[src/rtl/home_event_scheduler.sv]
// home_event_scheduler: debounced sensors + temperature hysteresis arbitrated by fixed priority with minimum hold.
// Optional ALARM_LATCH_EN keeps ALARM latched until alarm_ack while the debounced fire sensor is low.
module home_event_scheduler #(
   parameter int         DEB      = 3,
   parameter int         MIN_HOLD = 8,
   parameter logic [6:0] TEMP_LO  = 7'd50,
   parameter logic [6:0] TEMP_HI  = 7'd70,
   parameter int         HYST     = 2
) (
   input  logic       clk,
   input  logic       Rst,
   input  logic       SFD,
   input  logic       SRD,
   input  logic       SW,
   input  logic       SFA,
   input  logic [6:0] ST,
`ifdef ALARM_LATCH_EN
   input  logic       alarm_ack,
`endif
   output logic       fdoor,
   output logic       rdoor,
   output logic       winbuzz,
   output logic       alarmbuzz,
   output logic       heater,
   output logic       cooler,
   output logic [2:0] display,
   output logic       grant_chg,
   output logic       hold_active
);
   typedef enum logic [2:0] {
      S_IDLE = 3'd0, S_FDOOR = 3'd1, S_RDOOR = 3'd2, S_ALARM = 3'd3,
      S_WINDOW = 3'd4, S_HEAT = 3'd5, S_COOL = 3'd6, S_BAD = 3'd7
   } state_t;

   localparam logic [3:0] DEB_LAST  = 4'(DEB - 1);
   localparam logic [7:0] HOLD_LOAD = 8'(MIN_HOLD - 1);
   localparam logic [6:0] HEAT_OFF  = 7'(int'(TEMP_LO) + HYST);
   localparam logic [6:0] COOL_OFF  = 7'(int'(TEMP_HI) - HYST);

   if (DEB < 1 || DEB > 15 || MIN_HOLD < 1 || MIN_HOLD > 255 ||
       int'(TEMP_LO) + HYST > int'(TEMP_HI) - HYST) begin : g_bad_params
      $error("home_event_scheduler: illegal parameter set");
   end

   state_t     state_q, state_d, win;
   logic [3:0] raw, deb_q, deb_d;
   logic [3:0] cnt_q [4];
   logic [3:0] cnt_d [4];
   logic       heat_q, heat_d, cool_q, cool_d, gc_q;
   logic [7:0] hold_q, hold_d;

   function automatic logic [2:0] rank(input state_t s);
      case (s)
         S_ALARM:  rank = 3'd6;
         S_FDOOR:  rank = 3'd5;
         S_RDOOR:  rank = 3'd4;
         S_WINDOW: rank = 3'd3;
         S_HEAT:   rank = 3'd2;
         S_COOL:   rank = 3'd1;
         default:  rank = 3'd0;
      endcase
   endfunction

   assign raw = {SFA, SW, SRD, SFD};

   always_comb begin
      deb_d = deb_q;
      for (int k = 0; k < 4; k++) begin
         cnt_d[k] = 4'd0;
         if (raw[k] != deb_q[k]) begin
            if (cnt_q[k] == DEB_LAST) deb_d[k] = raw[k];
            else cnt_d[k] = cnt_q[k] + 4'd1;
         end
      end
   end

   // Inside the hysteresis band the previous request is kept.
   assign heat_d = (ST < TEMP_LO) ? 1'b1 : (ST >= HEAT_OFF) ? 1'b0 : heat_q;
   assign cool_d = (ST > TEMP_HI) ? 1'b1 : (ST <= COOL_OFF) ? 1'b0 : cool_q;

   assign win = deb_q[3] ? S_ALARM  :
                deb_q[0] ? S_FDOOR  :
                deb_q[1] ? S_RDOOR  :
                deb_q[2] ? S_WINDOW :
                heat_q   ? S_HEAT   :
                cool_q   ? S_COOL   : S_IDLE;

   always_comb begin
      state_d = state_q;
      if (state_q == S_BAD) state_d = S_IDLE;
      else if (rank(win) > rank(state_q) || hold_q == 8'd0) state_d = win;
`ifdef ALARM_LATCH_EN
      if (state_q == S_ALARM) state_d = (alarm_ack && !deb_q[3]) ? win : S_ALARM;
`endif
      hold_d = (state_d != state_q) ? ((state_d == S_IDLE) ? 8'd0 : HOLD_LOAD) :
               (hold_q != 8'd0) ? hold_q - 8'd1 : 8'd0;
   end

   always_ff @(posedge clk) begin
      if (Rst) begin
         state_q <= S_IDLE;
         deb_q   <= 4'd0;
         cnt_q   <= '{default: 4'd0};
         hold_q  <= 8'd0;
         heat_q  <= 1'b0;
         cool_q  <= 1'b0;
         gc_q    <= 1'b0;
      end else begin
         state_q <= state_d;
         deb_q   <= deb_d;
         cnt_q   <= cnt_d;
         hold_q  <= hold_d;
         heat_q  <= heat_d;
         cool_q  <= cool_d;
         gc_q    <= state_d != state_q;
      end
   end

   assign fdoor       = state_q == S_FDOOR;
   assign rdoor       = state_q == S_RDOOR;
   assign alarmbuzz   = state_q == S_ALARM;
   assign winbuzz     = state_q == S_WINDOW;
   assign heater      = state_q == S_HEAT;
   assign cooler      = state_q == S_COOL;
   assign display     = state_q;
   assign grant_chg   = gc_q;
   assign hold_active = hold_q != 8'd0;
endmodule

[config.mk]
export PLATFORM = sky130hd
export DESIGN_NAME = home_event_scheduler
export DESIGN_NICKNAME = d
export VERILOG_FILES = /design/src/rtl/home_event_scheduler.sv
export SDC_FILE = /design/constraint.sdc
export NUM_CORES = 1
export LEC_CHECK = 0
export CELL_PAD_IN_SITES_DETAIL_PLACEMENT = 2
export CELL_PAD_IN_SITES_GLOBAL_PLACEMENT = 2
export CORE_MARGIN = 4
export CORE_UTILIZATION = 36
export DETAILED_ROUTE_END_ITERATION = 10
export HOLD_SLACK_MARGIN = 0.1
export PLACE_DENSITY = 0.93
export SYNTH_ARGS = -nofsm -noshare
export SYNTH_HDL_FRONTEND = slang
export SYNTH_SLANG_ARGS = --single-unit
[constraint.sdc]
create_clock -name clk -period 3.59 [get_ports clk]
set_input_delay 0.718 -clock clk [delete_from_list [all_inputs] [get_ports clk]]
set_output_delay 0.718 -clock clk [all_outputs]
set_load 0.05 [all_outputs]
Fig. 1: clock network drawn from the DEF
Bar = 20 um.
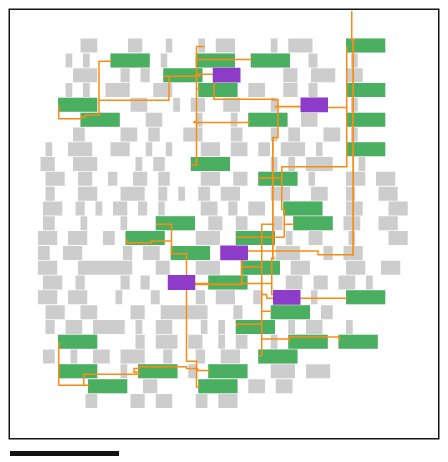
cells driving clock nets: shown in purple, count 5. clock wires: shown in orange, length 482 um. flip-flops: shown in green, count 34.
Position of the flops: all over the die.

Fig. 2: gate-type map
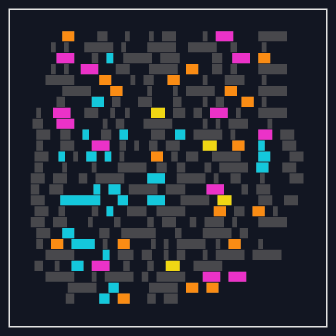
inverting AOI/OAI gates: shown in cyan, cells 24. XOR/XNOR gates: shown in orange, cells 18. multiplexers: shown in yellow, cells 4, where centre. adder and majority cells: shown in magenta, cells 13.

Fig. 3: sequential cells grouped by signal name
Other sequential cells in the stronger grey, the rest of the logic in the fainter grey.
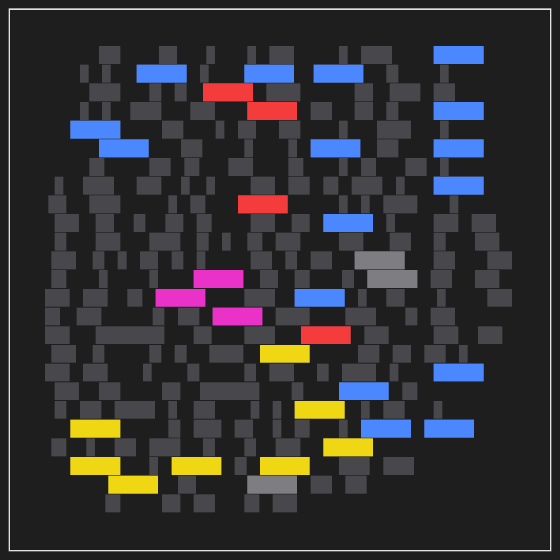
`deb_q`: shown in red, flops 4. `cnt_q`: shown in blue, flops 16. `display`: shown in magenta, flops 3. `hold_q`: shown in yellow, flops 8.

==> summary.txt <==
run metrics: # nets final=244, total power=1.71 mW, Post-Syn Area per Cell=9.21 um2, Sw Share=44.4%, CP required=2870 ps, Final Hold Fails=0, ANT cells=0, Chip Footprint=6180 um2, postcts setup bufs=0, # Cells Yosys=195, Core Util at FP=37.5%, Hold Buf Count CTS=0, final wirelength=5050 um, Area leader share=37.9%, fmax=302 MHz, clock skew=7.65 ps, TritonCTS Buffers=5, YS chip area=1800 um2, crit-path cells=inv_1, ha_1, or3b_4, nor4b_4, inv_2, clkdlybuf4s50_1, GPL Wtd Cong=0.772, Core ar.=4790 um2, post-synth cell types=44, Post-synth EDFFs=0, Yosys top cell by area=dfxtp_1, initial detailed-routing violation count=74, area grow syn2layout=21.3%, Crit Path Category=flop to output port, Dominant Register Cell=dfxtp_1, Site Rows=25, critical-path maximum fanout=6, Port-buffer cells=23, Layout fillers=527, drt wl/cell=17.6 um, OpenROAD warnings=30, Final min period=3320 ps, Slew @ Worst Pin=520 ps, main area contributors=dfxtp_1 (38%), ha_1 (8.4%), xnor2_1 (6.3%), final core utilization=45.5%, clk_lat worst skew=290 ps, RSZ-0062 raised after global routing=false, TritonCTS clock tree=yes, max cap viols=0, Clock Sinks=34, layout cell share with drive strength beyond 1=7.73%, status=finished, final reports clean, Antenna Nets Post-Route=0, Final Slew Violations=0, ys async rst share=0%, Fin Setup TNS=0 ps, flop2flop setup slack=740 ps, cell count after synthesis=195, logic area=1040 um2, Registers, synthesis=34, pwr/cell area=784 nW/um2, Post-Syn Area=1800 um2, leak pwr=0.838 nW, critical path's top delay family=buffers and inverters, Switch Pwr=0.759 mW, drt pass-1 iters=4, final setup vio count=0, worst hold path type=flop to flop, Yosys warnings=0, Sequential cell area=681 um2, Seq pwr share=31.2%, depth of the CTS H-tree=2
Fig. 4: clock nets
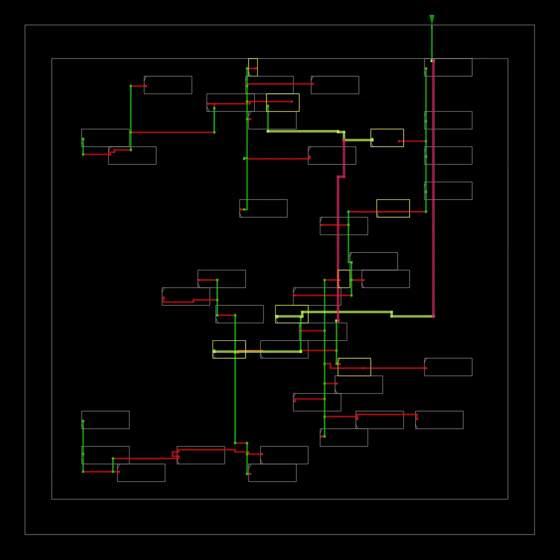
clk_buf instances: 7
number of sequential cells: 34
clk pwr: 0.293 mW

Fig. 5: cells coloured by class
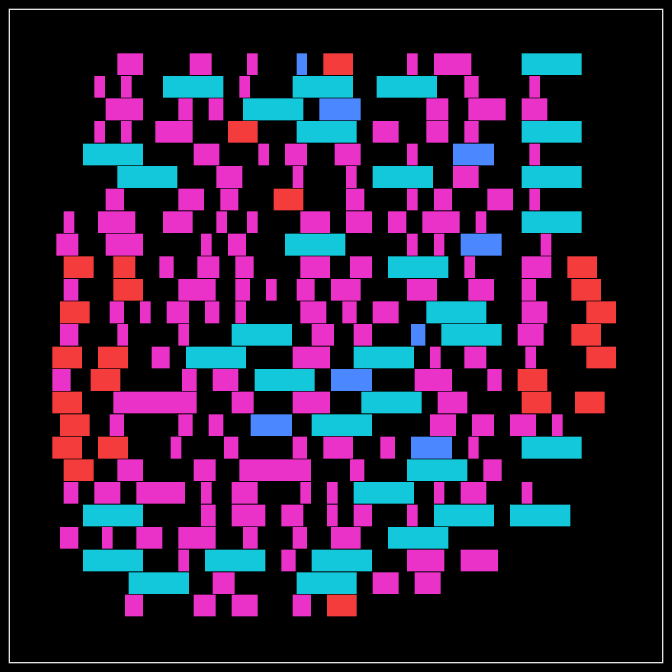
flops: shown in cyan, cells 34, share of their area 32%. all other logic: shown in magenta, cells 154, share of their area 52%. other buffers and delay cells: shown in red, cells 24, share of their area 11%. clock drivers and dummy loads: shown in blue, cells 8, share of their area 4.4%.

-- synthesized netlist by cell type (3+ instances only) --
library cell,count
or3_1,5
inv_1,12
nor3_1,11
a21oi_1,4
ha_1,12
clkbuf_1,4
xor2_1,5
nor2b_1,4
xnor2_1,13
and3_1,4
buf_2,3
mux2i_1,4
a21o_1,3
nor2_1,28
a211oi_1,3
o21ai_0,4
dfxtp_1,34
nand3_1,6
nor3b_1,5
-- power by group through the flow --
stage	clock network, mW	logic (mW)	registers, mW
detailed placement	0	0.867	0.541
global placement	0	0.837	0.531
finish	0.293	0.882	0.534
global route	0.317	0.967	0.550
floorplan	0	0.622	0.546
CTS	0.300	0.893	0.534
-- routing by layer --
layer	wire length [um]	GRT usage, %
met1	2190	21.6
met2	2580	31.9
met3	196	4.59
met4	85	6.99
met5	0	0
-- worst register-to-register path: cells and delay by family, from the launching register on --
family / cells / cell delay (ps)
AND-OR/OR-AND: 5 / 1190
adder cells (fa/ha/maj): 1 / 320
flip-flops: 1 / 430
AND/OR/NAND/NOR: 3 / 780
-- flip-flops by register name, indices dropped and copies added (netlist names) --
signal     flops
cnt_q         16
deb_q          4
heat_q         1
display        3
grant_chg      1
cool_q         1
hold_q         8
-- cells by family after synthesis --
kind of cell | after synthesis | share of synthesized area [%]
compound gates | 30 | 14.1
xor+xnor | 18 | 8.78
fa+ha+maj | 13 | 8.92
buf+inv | 20 | 4.39
flops | 34 | 37.9
mux | 4 | 2.23
simple gates | 76 | 23.7
-- final timing paths --
path | start | endpoint | depth (start not counted)
setup / recovery | hold_q[0] | hold_active | 6
hold / removal | cnt_q[12] | cnt_q[12] | 1
setup reg to reg | deb_q[0] | hold_q[0] | 9
hold reg to reg | cnt_q[12] | cnt_q[12] | 1
-- through the flow --
step	setup slack [ps]	instances
after detailed placement	591	279
after global routing	134	287
after floorplan	260	195
after global placement	712	279
after CTS	253	287
final	274	287
-- layout make-up --
| class | instances | share of cell area [%] |
|---|---|---|
| clock buffer | 7 | 3.96 |
| sequential | 34 | 31.2 |
| inverter | 13 | 2.24 |
| clock inverter | 1 | 0.230 |
| timing repair buffer | 24 | 10.9 |
| multi-input combinational | 141 | 47.6 |
| tap | 67 | 3.85 |
-- cell usage in the layout, fill, tap and decap left out, drive strengths merged, types with 4 or more instances in the layout --
cell,instances
nor2,28
nor3b,5
a211oi,5
clkdlybuf4s50,23
nor3,13
dfxtp,34
clkbuf,7
xor2,5
and3,4
xnor2,13
nand3,6
ha,12
nor2b,4
or3,5
a21oi,4
o21ai,4
mux2i,4
inv,13
Power and IR drop assume default switching activity.
